File: config.mk
export PLATFORM = sky130hd
export DESIGN_NAME = uart_apb_stream_master_flat
export DESIGN_NICKNAME = d
export VERILOG_FILES = /design/src/rtl/uart_apb_stream_master_pkg.sv /design/src/rtl/uart_apb_stream_master_if.sv /design/src/rtl/uart_apb_stream_master_xfer.sv /design/src/rtl/uart_apb_stream_master.sv /design/src/flat_wrapper.sv
export SDC_FILE = /design/constraint.sdc
export NUM_CORES = 1
export LEC_CHECK = 0
export ABC_AREA = 1
export CAP_MARGIN = 0
export CORE_MARGIN = 8
export CORE_UTILIZATION = 46
export CTS_CLUSTER_SIZE = 30
export DETAILED_ROUTE_END_ITERATION = 7
export PLACE_DENSITY = 0.84
export SLEW_MARGIN = 5
export SYNTH_ARGS = -nofsm -noshare
export SYNTH_HDL_FRONTEND = slang
export SYNTH_SLANG_ARGS = --single-unit
File: constraint.sdc
create_clock -name PCLK -period 3.1 [get_ports PCLK]
set_clock_uncertainty 0.2 [all_clocks]
set_input_delay 0.465 -clock PCLK [delete_from_list [all_inputs] [get_ports PCLK]]
set_output_delay 0.465 -clock PCLK [all_outputs]
set_load 0.01 [all_outputs]
File: src/rtl/uart_apb_stream_master_pkg.sv
// uart_apb_pkg: UART register offsets, CTRL2 bit layout, FSM state encodings and CTRL2 packing helper
package uart_apb_pkg;
  localparam logic [4:0] ADDR_TXDATA = 5'h00;
  localparam logic [4:0] ADDR_RXDATA = 5'h04;
  localparam logic [4:0] ADDR_CTRL1 = 5'h08;
  localparam logic [4:0] ADDR_CTRL2 = 5'h0C;
  localparam int CTRL2_BIT8 = 0;
  localparam int CTRL2_PAR_EN = 1;
  localparam int CTRL2_PAR_ODD = 2;
  localparam int CTRL2_BAUD_LSB = 3;
  typedef enum logic [1:0] {ST_CFG, ST_XFER, ST_GUARD, ST_IDLE} state_t;
  typedef enum logic [1:0] {XS_IDLE, XS_SETUP, XS_ACCESS} xfer_state_t;
  function automatic logic [7:0] ctrl2(input logic [12:0] baud, input logic bit8, input logic par_en, input logic par_odd);
    logic [7:0] v;
    v = '0;
    v[CTRL2_BIT8] = bit8;
    v[CTRL2_PAR_EN] = par_en;
    v[CTRL2_PAR_ODD] = par_odd;
    v[7:CTRL2_BAUD_LSB] = baud[12:8];
    return v;
  endfunction
endpackage

File: src/rtl/uart_apb_stream_master_if.sv
// uart_apb_if: APB bus to the UART; master drives PADDR/PSEL/PENABLE/PWRITE/PWDATA, slave returns PRDATA/PREADY/PSLVERR
interface uart_apb_if;
  logic [4:0] PADDR;
  logic PSEL;
  logic PENABLE;
  logic PWRITE;
  logic [7:0] PWDATA;
  logic [7:0] PRDATA;
  logic PREADY;
  logic PSLVERR;
  modport master(output PADDR, PSEL, PENABLE, PWRITE, PWDATA, input PRDATA, PREADY, PSLVERR);
  modport slave(input PADDR, PSEL, PENABLE, PWRITE, PWDATA, output PRDATA, PREADY, PSLVERR);
endinterface

File: src/rtl/uart_apb_stream_master_xfer.sv
// apb_master_xfer: single APB SETUP/ACCESS transfer engine; req/addr/wdata/write in, done/rdata/slverr out, APB master port
module apb_master_xfer import uart_apb_pkg::*; (
  input logic PCLK,
  input logic PRESET,
  uart_apb_if.master apb,
  input logic req,
  input logic [4:0] addr,
  input logic [7:0] wdata,
  input logic write,
  output logic done,
  output logic [7:0] rdata,
  output logic slverr
);
  xfer_state_t xs_q, xs_d;
  logic [4:0] paddr_q, paddr_d;
  logic [7:0] pwdata_q, pwdata_d;
  logic pwrite_q, pwrite_d;
  logic take;
  always_comb begin
    take = req && xs_q == XS_IDLE;
    xs_d = xs_q == XS_SETUP ? XS_ACCESS :
           xs_q == XS_ACCESS ? (apb.PREADY ? XS_IDLE : XS_ACCESS) :
           take ? XS_SETUP : XS_IDLE;
    paddr_d = take ? addr : paddr_q;
    pwrite_d = take ? write : pwrite_q;
    pwdata_d = take && write ? wdata : pwdata_q;
  end
  always_ff @(posedge PCLK) begin
    if (PRESET) begin
      xs_q <= XS_IDLE;
      paddr_q <= '0;
      pwrite_q <= 1'b0;
      pwdata_q <= '0;
    end else begin
      xs_q <= xs_d;
      paddr_q <= paddr_d;
      pwrite_q <= pwrite_d;
      pwdata_q <= pwdata_d;
    end
  end
  assign apb.PSEL = xs_q != XS_IDLE;
  assign apb.PENABLE = xs_q == XS_ACCESS;
  assign apb.PADDR = paddr_q;
  assign apb.PWRITE = pwrite_q;
  assign apb.PWDATA = pwdata_q;
  assign done = xs_q == XS_ACCESS && apb.PREADY;
  assign rdata = apb.PRDATA;
  assign slverr = apb.PSLVERR;
endmodule

File: src/rtl/uart_apb_stream_master.sv
// uart_apb_stream_master: configures the UART then bridges s_tx stream to TXDATA writes and RXDATA reads to m_rx stream over APB
module uart_apb_stream_master import uart_apb_pkg::*; #(
  parameter logic [12:0] BAUD_VAL = 13'd1,
  parameter logic BIT8 = 1'b1,
  parameter logic PARITY_EN = 1'b0,
  parameter logic PARITY_ODD = 1'b0,
  parameter int GUARD_CYCLES = 2
) (
  input logic PCLK,
  input logic PRESET,
  input logic [7:0] s_tx_data,
  input logic s_tx_valid,
  output logic s_tx_ready,
  output logic [7:0] m_rx_data,
  output logic [2:0] m_rx_err,
  output logic m_rx_valid,
  input logic m_rx_ready,
  output logic cfg_done,
  output logic apb_err,
  uart_apb_if.master apb,
  input logic TXRDY,
  input logic RXRDY,
  input logic PARITY_ERR,
  input logic OVERFLOW,
  input logic FRAMING_ERR
);
  state_t st_q, st_d;
  logic [1:0] cfg_cnt_q, cfg_cnt_d;
  logic [3:0] guard_q, guard_d;
  logic rd_q, rd_d;
  logic cfg_done_q, cfg_done_d;
  logic apb_err_q, apb_err_d;
  logic m_rx_valid_q, m_rx_valid_d;
  logic [7:0] m_rx_data_q, m_rx_data_d;
  logic [2:0] m_rx_err_q, m_rx_err_d;
  logic req, write, done, slverr, rx_go, tx_go, rx_cap;
  logic [4:0] addr;
  logic [7:0] wdata, rdata;
  always_comb begin
    rx_go = st_q == ST_IDLE && RXRDY && !m_rx_valid_q;
    s_tx_ready = st_q == ST_IDLE && cfg_done_q && TXRDY && !(RXRDY && !m_rx_valid_q);
    tx_go = s_tx_ready && s_tx_valid;
    req = st_q == ST_CFG || rx_go || tx_go;
    write = !rx_go;
    addr = st_q == ST_CFG ? (cfg_cnt_q == 2'd0 ? ADDR_CTRL1 : ADDR_CTRL2) : rx_go ? ADDR_RXDATA : ADDR_TXDATA;
    wdata = st_q == ST_CFG ? (cfg_cnt_q == 2'd0 ? BAUD_VAL[7:0] : ctrl2(BAUD_VAL, BIT8, PARITY_EN, PARITY_ODD)) : s_tx_data;
    rd_d = req ? rx_go : rd_q;
    cfg_cnt_d = cfg_cnt_q + 2'(done && cfg_cnt_q != 2'd2);
    guard_d = done ? 4'(GUARD_CYCLES - 1) : guard_q - 4'(st_q == ST_GUARD && guard_q != 4'd0);
    st_d = req ? ST_XFER :
           st_q == ST_XFER ? (done ? ST_GUARD : ST_XFER) :
           st_q == ST_GUARD && guard_q != 4'd0 ? ST_GUARD :
           st_q == ST_GUARD && cfg_cnt_q != 2'd2 ? ST_CFG : ST_IDLE;
    cfg_done_d = cfg_done_q || st_d == ST_IDLE;
    apb_err_d = apb_err_q || (done && slverr);
    rx_cap = done && rd_q;
    m_rx_valid_d = rx_cap || (m_rx_valid_q && !m_rx_ready);
    m_rx_data_d = rx_cap ? rdata : m_rx_data_q;
    m_rx_err_d = rx_cap ? {FRAMING_ERR, OVERFLOW, PARITY_ERR} : m_rx_err_q;
  end
  always_ff @(posedge PCLK) begin
    if (PRESET) begin
      st_q <= ST_CFG;
      cfg_cnt_q <= '0;
      guard_q <= '0;
      rd_q <= 1'b0;
      cfg_done_q <= 1'b0;
      apb_err_q <= 1'b0;
      m_rx_valid_q <= 1'b0;
      m_rx_data_q <= '0;
      m_rx_err_q <= '0;
    end else begin
      st_q <= st_d;
      cfg_cnt_q <= cfg_cnt_d;
      guard_q <= guard_d;
      rd_q <= rd_d;
      cfg_done_q <= cfg_done_d;
      apb_err_q <= apb_err_d;
      m_rx_valid_q <= m_rx_valid_d;
      m_rx_data_q <= m_rx_data_d;
      m_rx_err_q <= m_rx_err_d;
    end
  end
  apb_master_xfer u_xfer (
    .PCLK(PCLK),
    .PRESET(PRESET),
    .apb(apb),
    .req(req),
    .addr(addr),
    .wdata(wdata),
    .write(write),
    .done(done),
    .rdata(rdata),
    .slverr(slverr)
  );
  assign cfg_done = cfg_done_q;
  assign apb_err = apb_err_q;
  assign m_rx_valid = m_rx_valid_q;
  assign m_rx_data = m_rx_data_q;
  assign m_rx_err = m_rx_err_q;
endmodule

File: src/flat_wrapper.sv
// flat-port wrapper written by rule: the top's interface ports become plain ports
module uart_apb_stream_master_flat import uart_apb_pkg::*;
#(
  parameter logic [12:0] BAUD_VAL = 13'd1,
  parameter logic BIT8 = 1'b1,
  parameter logic PARITY_EN = 1'b0,
  parameter logic PARITY_ODD = 1'b0,
  parameter int GUARD_CYCLES = 2
)
  (PCLK, PRESET, s_tx_data, s_tx_valid, s_tx_ready, m_rx_data, m_rx_err, m_rx_valid, m_rx_ready, cfg_done, apb_err, TXRDY, RXRDY, PARITY_ERR, OVERFLOW, FRAMING_ERR, apb_PADDR, apb_PSEL, apb_PENABLE, apb_PWRITE, apb_PWDATA, apb_PRDATA, apb_PREADY, apb_PSLVERR);
  uart_apb_if apb_i ();
  input logic PCLK;
  input logic PRESET;
  input logic [7:0] s_tx_data;
  input logic s_tx_valid;
  output logic s_tx_ready;
  output logic [7:0] m_rx_data;
  output logic [2:0] m_rx_err;
  output logic m_rx_valid;
  input logic m_rx_ready;
  output logic cfg_done;
  output logic apb_err;
  input logic TXRDY;
  input logic RXRDY;
  input logic PARITY_ERR;
  input logic OVERFLOW;
  input logic FRAMING_ERR;
  output wire logic [$bits(apb_i.PADDR)-1:0] apb_PADDR;
  output wire logic [$bits(apb_i.PSEL)-1:0] apb_PSEL;
  output wire logic [$bits(apb_i.PENABLE)-1:0] apb_PENABLE;
  output wire logic [$bits(apb_i.PWRITE)-1:0] apb_PWRITE;
  output wire logic [$bits(apb_i.PWDATA)-1:0] apb_PWDATA;
  input wire logic [$bits(apb_i.PRDATA)-1:0] apb_PRDATA;
  input wire logic [$bits(apb_i.PREADY)-1:0] apb_PREADY;
  input wire logic [$bits(apb_i.PSLVERR)-1:0] apb_PSLVERR;
  assign apb_PADDR = apb_i.PADDR;
  assign apb_PSEL = apb_i.PSEL;
  assign apb_PENABLE = apb_i.PENABLE;
  assign apb_PWRITE = apb_i.PWRITE;
  assign apb_PWDATA = apb_i.PWDATA;
  assign apb_i.PRDATA = apb_PRDATA;
  assign apb_i.PREADY = apb_PREADY;
  assign apb_i.PSLVERR = apb_PSLVERR;
  uart_apb_stream_master #(.BAUD_VAL(BAUD_VAL), .BIT8(BIT8), .PARITY_EN(PARITY_EN), .PARITY_ODD(PARITY_ODD), .GUARD_CYCLES(GUARD_CYCLES)) u_core (.PCLK(PCLK), .PRESET(PRESET), .s_tx_data(s_tx_data), .s_tx_valid(s_tx_valid), .s_tx_ready(s_tx_ready), .m_rx_data(m_rx_data), .m_rx_err(m_rx_err), .m_rx_valid(m_rx_valid), .m_rx_ready(m_rx_ready), .cfg_done(cfg_done), .apb_err(apb_err), .apb(apb_i), .TXRDY(TXRDY), .RXRDY(RXRDY), .PARITY_ERR(PARITY_ERR), .OVERFLOW(OVERFLOW), .FRAMING_ERR(FRAMING_ERR));
endmodule
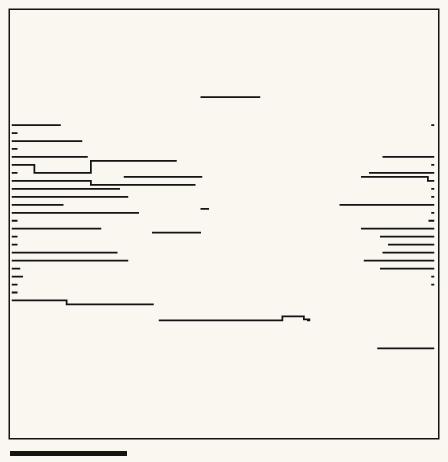
Fig. 1. Met3 routing.
The bar under the picture is 20 um long.
nets with wire on the layer = 43
longest straight run = 21.4 um
share of all routed wire = 12%
main direction = horizontal
wire length on this layer = 425 um

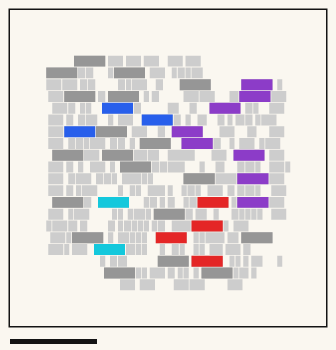
Fig. 2. Sequential cells grouped by signal name.
The bar under the picture is 20 um long. Other sequential cells in the stronger grey, the rest of the logic in the fainter grey.
cyan -> u_core.st_q  # flops 2
purple -> u_core.u_xfer.apb.PWDATA  # flops 8
red -> u_core.guard_q  # flops 4
blue -> u_core.m_rx_err  # flops 3
not coloured = 19
Reg area: 720.7 sq um
Seq group: 0.518 mW
Post-Route Utilization: 0.6878
sequential share of cell area: 0.3404

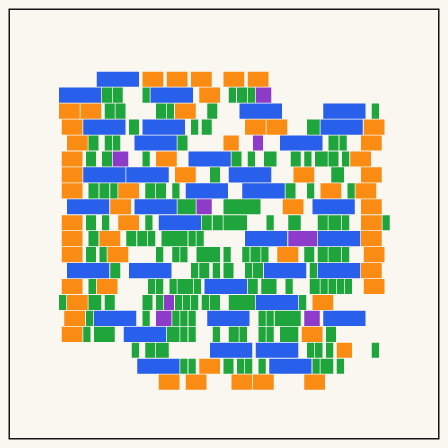
Fig. 3. Cell classes on the final placement.
purple -> clock drivers and dummy loads  # cells 8, share of their area 3.0%
green -> all other logic  # cells 149, share of their area 35%
blue -> flip-flops  # cells 36, share of their area 35%
orange -> other buffers and delay cells  # cells 56, share of their area 27%

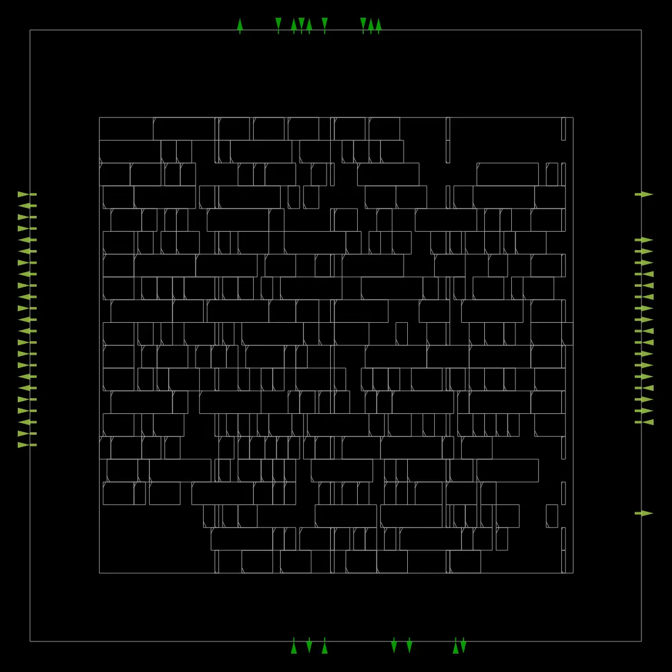
Fig. 4. Cell outlines without signal wires.
Rows: 20
n_taps: 44
flip-flops: 36
# fillers: 272

==> summary.txt <==
XOR-XNOR Cells, Area Fraction: 0.01172
router iterations before antenna repair: 4
Pleak: 0.8141 nW
# diodes: 0
GRT overflow: 0
clock root buffer: clkbuf_4
Tot Pwr: 1.063 mW
fp_density: 0.4858
Slew Limit Fails: 0
CTS H-tree lvls: 2
die height: 73.01 um
routed length on met3: 425 um
I/O Buffers: 54
Max Freq: 0.4068 GHz
cts hold-fix bufs: 0
clock-pin slew on the worst setup and hold paths: 0.10 ns
placed cells: 285
result of the run: completed
drt initial violations: 75
initial antenna violation count: 0
Sinks on Clock Net: 36
Final Hold Viols: 0
largest net degree at the start of global routing: 22
gr usage total: 0.1417
Log Warnings: 26
fin cells: 293
minimum clock period: 2.458 ns
IO Pins: 58
Main synth FF type: dfxtp_1
cts repair resizes: 0
post-CTS setup buffer count: 0
P per Cell Area: 502.2 nW/um^2
Final ANT Viol Nets: 0
critical path type: input pin to output pin
Place WS: 0.6254 ns
CP Launch Type: input pin
asr flop ratio synth: 0
Registers, synthesis: 36
Critical Path RT: 2.43 ns
met3 GRT Util: 0.09066
CORE AREA: 3078 sq um
Avg Inst Size Synth: 7.747 sq um
number of cells in Yosys stat: 193
Worst Hold Class: flip-flop to flip-flop
final wirelength: 3.609 mm
hpwl dp: 2.743 mm
yosys synthesis chip area: 1495 sq um
number of max-cap violations: 0
Via density: 4.744
Adder Share, Synth: 0.02510
DR WL/cell: 12.32 um
GR Util met1: 0.1534
cell usage after synthesis (all sizes together), types with 2 or more instances:
cell type,instances,share of area
dfxtp,36,0.48
buf,6,0.028
o21ai,3,0.010
xnor2,2,0.012
ha,3,0.025
nand3,17,0.069
clkbuf,4,0.010
a21oi,28,0.094
nand2,42,0.11
nand4,7,0.029
inv,20,0.050
nor2,19,0.056
sequential cells by signal, indices dropped and copies added (netlist names):
signal	cells
u_core.rd_q	1
u_core.m_rx_valid	1
u_core.m_rx_data	8
u_core.st_q	2
u_core.guard_q	4
u_core.u_xfer.xs_q	2
u_core.apb_err	1
u_core.m_rx_err	3
u_core.cfg_done	1
u_core.u_xfer.apb.PWRITE	1
u_core.u_xfer.apb.PADDR	2
u_core.cfg_cnt_q	2
u_core.u_xfer.apb.PWDATA	8
final timing paths:
path	endpoint	slack [ns]	cells past startpoint
max	s_tx_ready	0.64	6
min	u_core.apb_err	0.26	2
max reg2reg	u_core.m_rx_data[6]	1.37	7
min reg2reg	u_core.apb_err	0.26	2
worst max-delay path: stages:
cell	delay (ns)
clkdlybuf4s50_1	0.45
nand2_1	0.05
nor2_1	0.17
nand2_1	0.08
inv_1	0.05
clkdlybuf4s50_1	0.52
cell families (layout without fill, tap and decap cells):
family          after synthesis  in the layout
other cells                   1              3
xor+xnor                      2              2
simple gates                 88             88
buf+inv                      31             85
compound gates               32             32
flops                        36             36
fa+ha+maj                     3              3
cells in the final DEF (no fill, tap or decap):
| master | Yosys | layout |
|---|---|---|
| nand3b_1 | 1 | 1 |
| nand3_4 | 1 | 1 |
| nand2_2 | 1 | 1 |
| clkbuf_8 | 0 | 1 |
| o21ai_0 | 1 | 1 |
| nor2_4 | 1 | 1 |
| nand2_4 | 1 | 1 |
| nand2_1 | 40 | 40 |
| a21oi_1 | 28 | 28 |
| or2_2 | 1 | 1 |
| clkinv_1 | 1 | 1 |
| nand3_1 | 15 | 15 |
| nor3_1 | 1 | 1 |
| nand3_2 | 1 | 1 |
| nor2_2 | 2 | 2 |
| inv_1 | 19 | 19 |
| inv_2 | 1 | 1 |
| conb_1 | 1 | 3 |
| buf_4 | 5 | 2 |
| o211ai_1 | 1 | 1 |
| clkbuf_4 | 0 | 5 |
| clkinv_2 | 0 | 2 |
| dfxtp_1 | 36 | 36 |
| nor2_1 | 16 | 16 |
| ha_1 | 3 | 3 |
| clkdlybuf4s50_1 | 0 | 54 |
| o21ai_1 | 2 | 2 |
| nand4_1 | 7 | 7 |
| xnor2_1 | 2 | 2 |
cell type report:
| cell class | count | area (sq um) | share of cell area |
|---|---|---|---|
| Clock inverter | 2 | 10.01 | 0.004728 |
| Inverter | 21 | 78.83 | 0.03723 |
| Timing Repair Buffer | 56 | 555.5 | 0.2624 |
| Multi-Input combinational cell | 128 | 645.6 | 0.3050 |
| Sequential cell | 36 | 720.7 | 0.3404 |
| Tap cell | 44 | 55.05 | 0.02600 |
| Clock buffer | 6 | 51.30 | 0.02423 |
power breakdown:
group | leakage [nW] | switching [mW] | internal (mW)
sequential | 0.292 | 0.0218 | 0.497
clock | 0.0380 | 0.153 | 0.108
combinational | 0.484 | 0.157 | 0.127
total | 0.814 | 0.332 | 0.731
Power figures rest on the tool's default switching activity, not on a simulated workload.
